**config.mk**
```make
export PLATFORM = sky130hd
export DESIGN_NAME = ram_read_streamer
export DESIGN_NICKNAME = d
export VERILOG_FILES = /design/src/rtl/ram_read_streamer.sv
export SDC_FILE = /design/constraint.sdc
export NUM_CORES = 1
export LEC_CHECK = 0
export CORE_AREA = 5 5 75 77
export CTS_BUF_LIST = sky130_fd_sc_hd__clkbuf_8
export DETAILED_ROUTE_END_ITERATION = 7
export DIE_AREA = 0 0 80 82
export PLACE_DENSITY = 0.67
export SLEW_MARGIN = 20
export SYNTH_ARGS = -nofsm -noshare
export SYNTH_HDL_FRONTEND = slang
export SYNTH_SLANG_ARGS = --single-unit
```
**constraint.sdc**
```tcl
create_clock -name clock -period 3 [get_ports clock]
set_clock_uncertainty 0.2 [all_clocks]
set_input_delay 0.45 -clock clock [delete_from_list [all_inputs] [get_ports clock]]
set_output_delay 0.45 -clock clock [all_outputs]
set_load 0.05 [all_outputs]
```
**src/rtl/ram_read_streamer.sv**
```systemverilog
// Streams a burst of consecutive RAM words onto a valid/ready output.
// Reads are credit-limited so a 2-entry output buffer can never overflow.
module ram_read_streamer #(
  parameter int WIDTH         = 8,
  parameter int DEPTH         = 16,
  parameter int ADDRESS_WIDTH = $clog2(DEPTH)
) (
  input  logic                     clock,
  input  logic                     resetn,
  input  logic                     start_valid,
  output logic                     start_ready,
  input  logic [ADDRESS_WIDTH-1:0] start_address,
  input  logic [ADDRESS_WIDTH:0]   start_length,
  output logic                     ram_read_enable,
  output logic [ADDRESS_WIDTH-1:0] ram_read_address,
  input  logic [WIDTH-1:0]         ram_read_data,
  output logic                     stream_valid,
  input  logic                     stream_ready,
  output logic [WIDTH-1:0]         stream_data,
  output logic                     stream_last,
  output logic                     busy
);

  typedef enum logic [1:0] {IDLE, READ, DRAIN} state_t;

  localparam logic [ADDRESS_WIDTH:0]   DEPTH_LEN = (ADDRESS_WIDTH+1)'(DEPTH);
  localparam logic [ADDRESS_WIDTH:0]   ONE_LEN   = (ADDRESS_WIDTH+1)'(1);
  localparam logic [ADDRESS_WIDTH-1:0] LAST_ADDR = ADDRESS_WIDTH'(DEPTH-1);
  localparam logic [ADDRESS_WIDTH-1:0] ONE_ADDR  = ADDRESS_WIDTH'(1);

  state_t                   state_q, state_d;
  logic [ADDRESS_WIDTH-1:0] next_addr_q, next_addr_d;
  logic [ADDRESS_WIDTH-1:0] last_addr_q, last_addr_d;
  logic [ADDRESS_WIDTH:0]   remaining_q, remaining_d;
  logic                     pending_q, pending_d;
  logic                     pending_last_q, pending_last_d;
  logic [1:0]               occ_q, occ_d;
  logic [WIDTH-1:0]         data0_q, data0_d;
  logic [WIDTH-1:0]         data1_q, data1_d;
  logic                     last0_q, last0_d;
  logic                     last1_q, last1_d;

  logic                     start_fire;
  logic                     stream_fire;
  logic                     issue;
  logic [ADDRESS_WIDTH:0]   sat_length;
  logic [2:0]               credit;

  // Handshakes and read credit: a read may go out only if the buffer will still
  // have a free slot when its data lands one cycle later.
  always_comb begin
    start_fire  = start_valid && (state_q == IDLE);
    stream_fire = (occ_q != 2'd0) && stream_ready;
    credit      = {1'b0, occ_q} + {2'b00, pending_q} - {2'b00, stream_fire};
    issue       = (state_q == READ) && (remaining_q != '0) && (credit <= 3'd1);
    sat_length  = (start_length > DEPTH_LEN) ? DEPTH_LEN : start_length;
  end

  // Next-state logic for the burst sequencer and the output buffer.
  always_comb begin
    state_d        = state_q;
    next_addr_d    = next_addr_q;
    last_addr_d    = last_addr_q;
    remaining_d    = remaining_q;
    pending_d      = issue;
    pending_last_d = issue && (remaining_q == ONE_LEN);
    occ_d          = occ_q;
    data0_d        = data0_q;
    data1_d        = data1_q;
    last0_d        = last0_q;
    last1_d        = last1_q;

    case (state_q)
      IDLE: begin
        if (start_fire && (sat_length != '0)) begin
          next_addr_d = start_address;
          remaining_d = sat_length;
          state_d     = READ;
        end
      end
      READ: begin
        if (issue) begin
          next_addr_d = (next_addr_q == LAST_ADDR) ? '0 : next_addr_q + ONE_ADDR;
          last_addr_d = next_addr_q;
          remaining_d = remaining_q - ONE_LEN;
          if (remaining_q == ONE_LEN) begin
            state_d = DRAIN;
          end
        end
      end
      DRAIN: begin
        if (stream_fire && last0_q) begin
          state_d = IDLE;
        end
      end
      default: state_d = IDLE;
    endcase

    case ({pending_q, stream_fire})
      2'b10: begin
        occ_d = occ_q + 2'd1;
        if (occ_q == 2'd0) begin
          data0_d = ram_read_data;
          last0_d = pending_last_q;
        end else begin
          data1_d = ram_read_data;
          last1_d = pending_last_q;
        end
      end
      2'b01: begin
        occ_d   = occ_q - 2'd1;
        data0_d = data1_q;
        last0_d = last1_q;
      end
      2'b11: begin
        if (occ_q == 2'd1) begin
          data0_d = ram_read_data;
          last0_d = pending_last_q;
        end else begin
          data0_d = data1_q;
          last0_d = last1_q;
          data1_d = ram_read_data;
          last1_d = pending_last_q;
        end
      end
      default: ;
    endcase
  end

  // State registers; reset abandons any burst and drops in-flight RAM data.
  always_ff @(posedge clock) begin
    if (!resetn) begin
      state_q        <= IDLE;
      next_addr_q    <= '0;
      last_addr_q    <= '0;
      remaining_q    <= '0;
      pending_q      <= 1'b0;
      pending_last_q <= 1'b0;
      occ_q          <= 2'd0;
      data0_q        <= '0;
      data1_q        <= '0;
      last0_q        <= 1'b0;
      last1_q        <= 1'b0;
    end else begin
      state_q        <= state_d;
      next_addr_q    <= next_addr_d;
      last_addr_q    <= last_addr_d;
      remaining_q    <= remaining_d;
      pending_q      <= pending_d;
      pending_last_q <= pending_last_d;
      occ_q          <= occ_d;
      data0_q        <= data0_d;
      data1_q        <= data1_d;
      last0_q        <= last0_d;
      last1_q        <= last1_d;
    end
  end

  assign start_ready      = (state_q == IDLE);
  assign busy             = (state_q != IDLE);
  assign ram_read_enable  = issue;
  assign ram_read_address = issue ? next_addr_q : last_addr_q;
  assign stream_valid     = (occ_q != 2'd0);
  assign stream_data      = data0_q;
  assign stream_last      = (occ_q != 2'd0) && last0_q;

endmodule
```
**Run 1: nets reached from selected ports**

Scale bar: 20 µm.
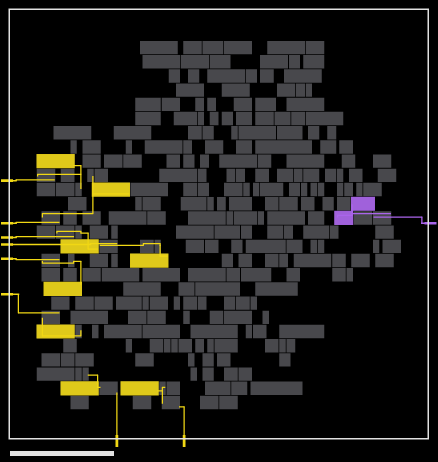
Yellow is `stream_data`, bits 8, direction output, edge 6 west, 2 south, end cells 8, buffers 8, wire 185 µm. Purple is `start_valid`, bits 1, direction input, edge east, end cells 2, buffers 1, wire 23.6 µm.
count of pins on the block boundary: 38
input/output buffers: 37

**Run 1: congestion heat map**

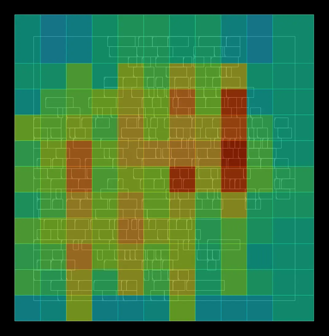
WL/cell: 12.76 µm
global-route track usage on met3: 0.04167
overall routing resource usage: 0.1395
met1 capacity usage during global routing: 0.1802
met2 routing resource usage after global routing: 0.2194

==> run notes, run 1 <==
Flow results follow.

The run finished, with violations left. The checks that failed: negative setup slack. The required time at the worst endpoint is listed as 2.35 ns. A synthesized cell averages 9.238 µm².

The most used routing layer in global routing is met2. The count of placed standard cells in the final layout, fillers left out is 327. The hold buffer count at CTS is 0. The worst-case reg-to-reg setup slack stands at 0.06 ns. The proportion of netlist area held by the largest area contributor is 0.3892. Yosys printed 0 warnings. In the final layout, excluding clock inverters the inverter count is 12.

The total vias in the final route is 1628. The most frequently placed logic cell in the final layout is sky130_fd_sc_hd__dfxtp_1. For this configuration, the core starts out at a cell density of 0.3849. The final hold slack is 0.2878 ns. The reg-to-reg critical path startpoint is occ_q[1]$_SDFFE_PN0P_.

The power density normalized to cell area is 772.5 mW/mm². The number of setup buffers added after CTS is 2. Per the post-route antenna check, the number of violating nets is 0.

For this design, the sink count on the clock tree is 37. Measured on the final layout, buffering overhead outside the clock network stands at 0.1975. The multi-input combinational cell area is 0.001115 mm².

The cell count listed in synth_stat.txt is 206. STA on the placed design reports a worst setup slack of -0.4683 ns. After synthesis, the share of cell area in mux cells is 0.1420. The worst endpoint data arrival time is 2.66 ns. The number of placed instances with taps included is 316. The clock network power is 0.000453 W. The number of levels the H-tree was split into is 2. The number of antenna violations at the first check in global routing is 0. The launch point of the worst path is occ_q[1]$_SDFFE_PN0P_. The final timing report lists a max-slew violation count of 0. In this run, the synthesized area fraction spent on AND-OR/OR-AND gates is recorded as 0.1670.

Internal power comes to 0.001281 W. The final hold violation count recorded for this run is 0. Along the worst hold path, the cell count comes to 2. The global-route wire length before repair is 7245 µm. The terminating pin of the worst hold path is remaining_q[1]$_SDFFE_PN0P_. The number of enable-type register cells in the synthesized netlist is 0. The portion of the post-synthesis area used by sequential elements is 0.3892. The accumulated negative setup slack is -1.310 ns. The flip-flop and latch count is 37. The layout has 55 buffers outside the clock class. Summing all non-filler instances in the final layout gives an area of 0.002648 mm².

Setup repair after global routing could not meet its margin everywhere. According to the floorplan report, the die width is 80 µm. The violation count after the first detailed-route iteration is 101. The number of logic gates is 145.

The share of total power dissipated in sequential elements is 0.306. The worst path setup slack after routing is -0.3100 ns. The post-layout minimum cycle time is 3.310 ns. Clock tree synthesis selected as its root buffer the cell sky130_fd_sc_hd__clkbuf_8. The via count of the first global-routing pass is 1640. The post-route report lists met1 wire length as 2053 µm.

The top logic cell family in the synthesized netlist is simple AND/OR/NAND/NOR gates. The half-perimeter wire length after detailed placement is 2920 µm. The upper clock frequency limit is 302.1 MHz. The first-pass iteration count of the detailed router is 4. The end-of-flow timing check tallies setup violations at 5. According to the floorplan report, the total die area is 0.006560 mm².

The final weighted congestion in routability-driven placement is 0.8095. Across the whole layout, storage elements account for 748.2 µm². Of all nets on the critical path, the largest fanout is 5. The critical path is of the flip-flop to output pin type. Per report_power, the top consumer among the power groups is combinational cells. Per STA, the highest per-stage delay on the worst path measures 0.36 ns. The leakage power total is 1.086 nW.

Per the area breakdown, the dominant cell category is combinational gates. The clock share of power is 0.221. Looking at the max-slew report, the worst-margin pin has a slew of 0.5679 ns. STA lists the startpoint of the worst hold path as remaining_q[1]$_SDFFE_PN0P_.

The worst setup path is captured at an output pin. The clock network contribution to total cell area is 0.04490. In the finished design, the share of the clock period the worst path needs comes to 1.103. Detailed routing placed a total of 1838 µm of wire on met2. Per the detail_route report, DRC violations left total 0. The layout report gives the register share of total cell area as 0.2826. The clock buffer count from CTS is 5.

Total power for the finished layout comes to 0.002045 W. The share of synthesized cell area in full adder, half adder and majority cells is 0.05654. After clock tree synthesis, the clock-pin slew on the worst setup and hold paths is 0.07 ns. The number of cell rows is 26. The category of the worst setup path launch point is a flip-flop. In this run, the synthesized area fraction spent on xor and xnor cells is recorded as 0.009204. The detailed-route wire length is 4171 µm. The number of cells traversed by the worst register-to-register path is 13. The endpoint of the worst register-to-register path is remaining_q[0]$_SDFFE_PN0P_. The number of vias per cell after detailed routing is 4.979. OpenROAD emitted warnings numbering 33.

The count of instances resized after the clock tree is built is 8. The slowest cell on the critical path is sky130_fd_sc_hd__dfxtp_4. The most common cell in the synthesized netlist is sky130_fd_sc_hd__dfxtp_1. Per the run summary, max-cap violations total 0.
**Run 1: cell density map**

Scale bar: 20 µm. 8 x 8 tiles, from black (low) to pale yellow (high), 0 to 100% covered.
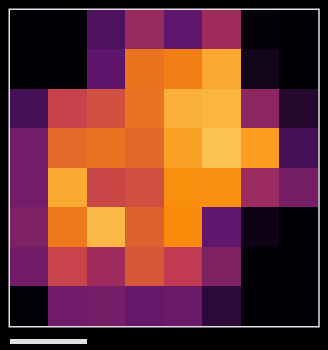
The densest ninth of the die: centre. The fullest tile reaches 87%. 20% of the tiles are nearly empty.
Core Box Area: 0.004945 mm²
final core utilization: 0.5354

==> run 2, diff against run 1 <==
--- a/config.mk
+++ b/config.mk
@@ -9,8 +9,10 @@
 export CTS_BUF_LIST = sky130_fd_sc_hd__clkbuf_8
 export DETAILED_ROUTE_END_ITERATION = 7
 export DIE_AREA = 0 0 80 82
+export GPL_TIMING_DRIVEN = 0
 export PLACE_DENSITY = 0.67
 export SLEW_MARGIN = 20
 export SYNTH_ARGS = -nofsm -noshare
 export SYNTH_HDL_FRONTEND = slang
 export SYNTH_SLANG_ARGS = --single-unit
+export TNS_END_PERCENT = 5
**Run 2: congestion heat map**

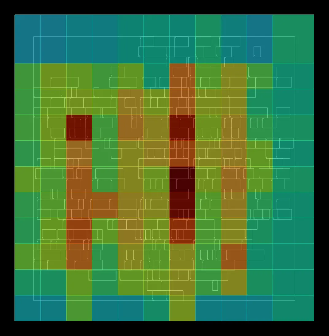
global-route track usage on met3: 0.05373
met1 capacity usage during global routing: 0.1931

==> run notes, run 2 <==
Flow results follow.

Result of the run: finished, violations left (unchanged). Violated checks: negative setup slack (unchanged). Synth top cells by count: sky130_fd_sc_hd__dfxtp_1, sky130_fd_sc_hd__nor2_1, sky130_fd_sc_hd__mux2i_1 (unchanged).

The warning total across the stage logs is 33 (unchanged). The fraction of area in non-clock buffers is 0.1829 (was 0.1975). The top logic cell family in the synthesized netlist is simple AND/OR/NAND/NOR gates (unchanged). The number of logic gates is 145 (unchanged). The core box area came to 0.004945 mm² (unchanged). The half-perimeter wire length after detailed placement is 3201 µm (was 2920 µm).

The share of synthesized cell area in full adder, half adder and majority cells is 0.05654 (unchanged). The number of non-clock buffers in the layout is 56 (was 55). The fill cell instance count of the final layout is 473 (was 460). The instance count of the mapped netlist is 206 (unchanged). The group drawing the most power is combinational cells (unchanged). The number of synthesis warnings is 0 (unchanged). RSZ-0062 raised after global routing: yes (unchanged). The mean routed wirelength per cell is 14.65 µm (was 12.76 µm). The worst path setup slack after routing is -0.3887 ns (was -0.3100 ns). The portion of the post-synthesis area used by sequential elements came to 0.3892 (unchanged). The critical-path maximum fanout was 5 (unchanged). The starting density of the core is 0.3849 (unchanged). The post-route total power is 0.002070 W (was 0.002045 W). The number of vias per cell after detailed routing was 5.055 (was 4.979).

The routed metal-1 wire length is 2218 µm (was 2053 µm). The clock network power came to 0.000444 W (was 0.000453 W). The final core utilization was 0.5342 (was 0.5354).

The maximum cell stage delay along the critical path is 0.37 ns (was 0.36 ns). The switching power is 0.0007948 W (was 0.0007645 W). The final weighted congestion in routability-driven placement is 0.8000 (was 0.8095). The clock transition at the registers of the reported paths was 0.07 ns (about the same). The dominant kind of cell is combinational gates (unchanged). The final count of pins violating max slew came to 0 (unchanged). The final clock period utilization by the worst path is 1.130 (was 1.103). The violation count after the first detailed-route iteration is 128 (was 101). The first-pass iteration count of the detailed router is 4 (unchanged). Critical Path, Cell by Cell: inv_4 > ha_4 > nand2b_4 > xnor2_4 > ha_2 > inv_2 > fa_2 > xnor2_4 > nand4_4 > inv_8 > mux2_4 > buf_8 (was inv_4 > ha_4 > nand2b_4 > xnor2_4 > ha_2 > inv_2 > fa_2 > xnor2_2 > nand4_4 > inv_8 > mux2_4 > buf_8). The worst endpoint data arrival time is 2.74 ns (was 2.66 ns). The kind of end point of the critical path is an output pin (unchanged). The cell depth of the worst hold path is 2 (unchanged). The number of design rule violations left after detail routing is 0 (unchanged). The setup violation total in the final timing report is 5 (unchanged). The number of cell rows is 26 (unchanged).

The endpoint of the worst register-to-register path is remaining_q[0]$_SDFFE_PN0P_ (unchanged). The number of levels the H-tree was split into is 2 (unchanged). The cell count listed in synth_stat.txt is 206 (unchanged). The flip-flop and latch count is 37 (unchanged). The aggregate global routing overflow is 0 (unchanged).

The hold buffer count at CTS is 0 (unchanged). The diode insertion count for antenna repair is 0 (unchanged). The number of enable-type register cells in the synthesized netlist is 0 (unchanged). The clock network contribution to total cell area came to 0.04406 (was 0.04490). The die area is 0.006560 mm² (unchanged). The clock buffer count from CTS came to 5 (unchanged). The multiplexer fraction of the synthesized cell area is 0.1420 (unchanged). The number of antenna violations at the first check in global routing came to 0 (unchanged). The flop share of the area is 0.2833 (was 0.2826). The combined global-route utilization of all metal layers was 0.1493 (was 0.1395). The upper clock frequency limit was 295.1 MHz (was 302.1 MHz). The most used routing layer in global routing is met2 (unchanged). The multi-input gate share of the layout cell area came to 0.4358 (was 0.4211). The slew at the pin closest to its max-slew limit was 0.5112 ns (was 0.5679 ns). The number of setup buffers added after CTS is 8 (was 2). The post-layout minimum cycle time was 3.389 ns (was 3.310 ns). The count of instances resized after the clock tree is built is 42 (was 8).

The final tally of hold violations is 0 (unchanged). The async set-reset flop share out of synthesis is 0 (unchanged). The via count of the first global-routing pass is 1583 (was 1640).

The die height was 82 µm (unchanged). The power density normalized to cell area came to 783.8 mW/mm² (was 772.5 mW/mm²). The most common cell in the synthesized netlist is sky130_fd_sc_hd__dfxtp_1 (unchanged). The slowest cell on the critical path is sky130_fd_sc_hd__fa_2 (was sky130_fd_sc_hd__dfxtp_4).

The final hold slack is 0.2935 ns (was 0.2878 ns). The cell type group with the largest total delay on the critical path was adder cells (unchanged). The largest net degree at the start of global routing is 12 (was 28). The register-to-register setup slack is 0.01 ns (was 0.06 ns). The number of placed instances with taps included was 313 (was 316). The met2 wire length is 2215 µm (was 1838 µm). The die outline width was 80 µm (unchanged).

The leakage power total is 1.074 nW (was 1.086 nW). The launch point of the worst path is occ_q[1]$_SDFFE_PN0P_ (unchanged). The max-capacitance violation count came to 0 (unchanged). The most frequently placed logic cell in the final layout is sky130_fd_sc_hd__dfxtp_1 (unchanged).

The proportion of netlist area held by the largest area contributor is 0.3892 (unchanged). The total vias in the final route was 1658 (was 1628). The clock share of power came to 0.214 (was 0.221). The net switching share of the total power is 0.3839 (was 0.3738). The area of all sequential standard cells was 748.2 µm² (unchanged). The buffer type at the clock tree root is sky130_fd_sc_hd__clkbuf_8 (unchanged).

The number of buffers inserted by port buffering is 37 (unchanged). The reg-to-reg critical path startpoint is occ_q[1]$_SDFFE_PN0P_ (unchanged). The global-route wire length before repair is 7734 µm (was 7245 µm). Top Layout Cells: sky130_fd_sc_hd__dfxtp_1, sky130_fd_sc_hd__clkdlybuf4s50_1, sky130_fd_sc_hd__nor2_1 (unchanged). The category of the worst setup path launch point is a flip-flop (unchanged). The TritonCTS clock tree is built (unchanged). The mean post-synth cell area is 9.238 µm² (unchanged).

The share of layout cells above drive strength 1 came to 0.1938 (was 0.1984). The pre-CTS setup slack was -1.201 ns (was -0.4683 ns). The non-clock inverter count in the final layout is 12 (unchanged). The internal power consumption is 0.001275 W (was 0.001281 W). The multi-input combinational cell area came to 0.001151 mm² (was 0.001115 mm²). The most used cell along the critical path is sky130_fd_sc_hd__xnor2_4. The remaining antenna violation count was 0 (unchanged). The detailed-route wire length was 4804 µm (was 4171 µm). The share of synthesized cell area in and-or and or-and compound cells is 0.1670 (unchanged).

The clock sink count is 37 (unchanged). The sequential share of power is 0.305 (was 0.306). The top-level port count is 38 (unchanged). The met2 track demand over resource in global routing is 0.2310 (was 0.2194).

The classification of the worst setup path is flip-flop to output pin (unchanged). The xor-xnor portion of the synthesized cell area is 0.009204 (unchanged). The worst path buffer plus inverter count came to 4 (unchanged).

The number of cells traversed by the worst register-to-register path is 13 (unchanged). The launch point of the worst hold path is remaining_q[1]$_SDFFE_PN0P_ (unchanged). The terminating pin of the worst hold path is remaining_q[1]$_SDFFE_PN0P_ (unchanged). The required time of the worst setup path is 2.35 ns (about the same). The accumulated negative setup slack was -1.728 ns (was -1.310 ns). The finished layout cell area came to 0.002641 mm² (was 0.002648 mm²). The count of placed standard cells in the final layout, fillers left out came to 328 (was 327).
**Run 2: nets reached from selected ports**

Scale bar: 20 µm.
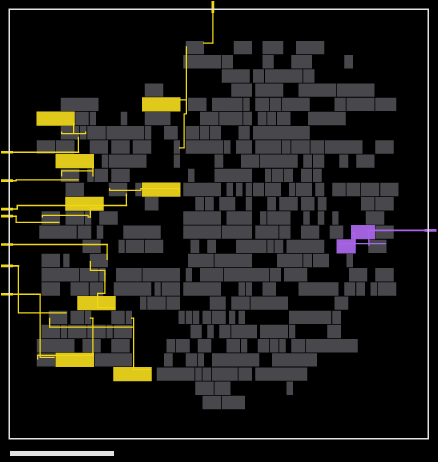
Purple is `start_valid`, bits 1, direction input, edge east, end cells 2, buffers 1, wire 25.3 µm. Yellow is `stream_data`, bits 8, direction output, edge 7 west, 1 north, end cells 8, buffers 8, wire 265 µm.

Power is estimated from default activity; no workload was simulated.
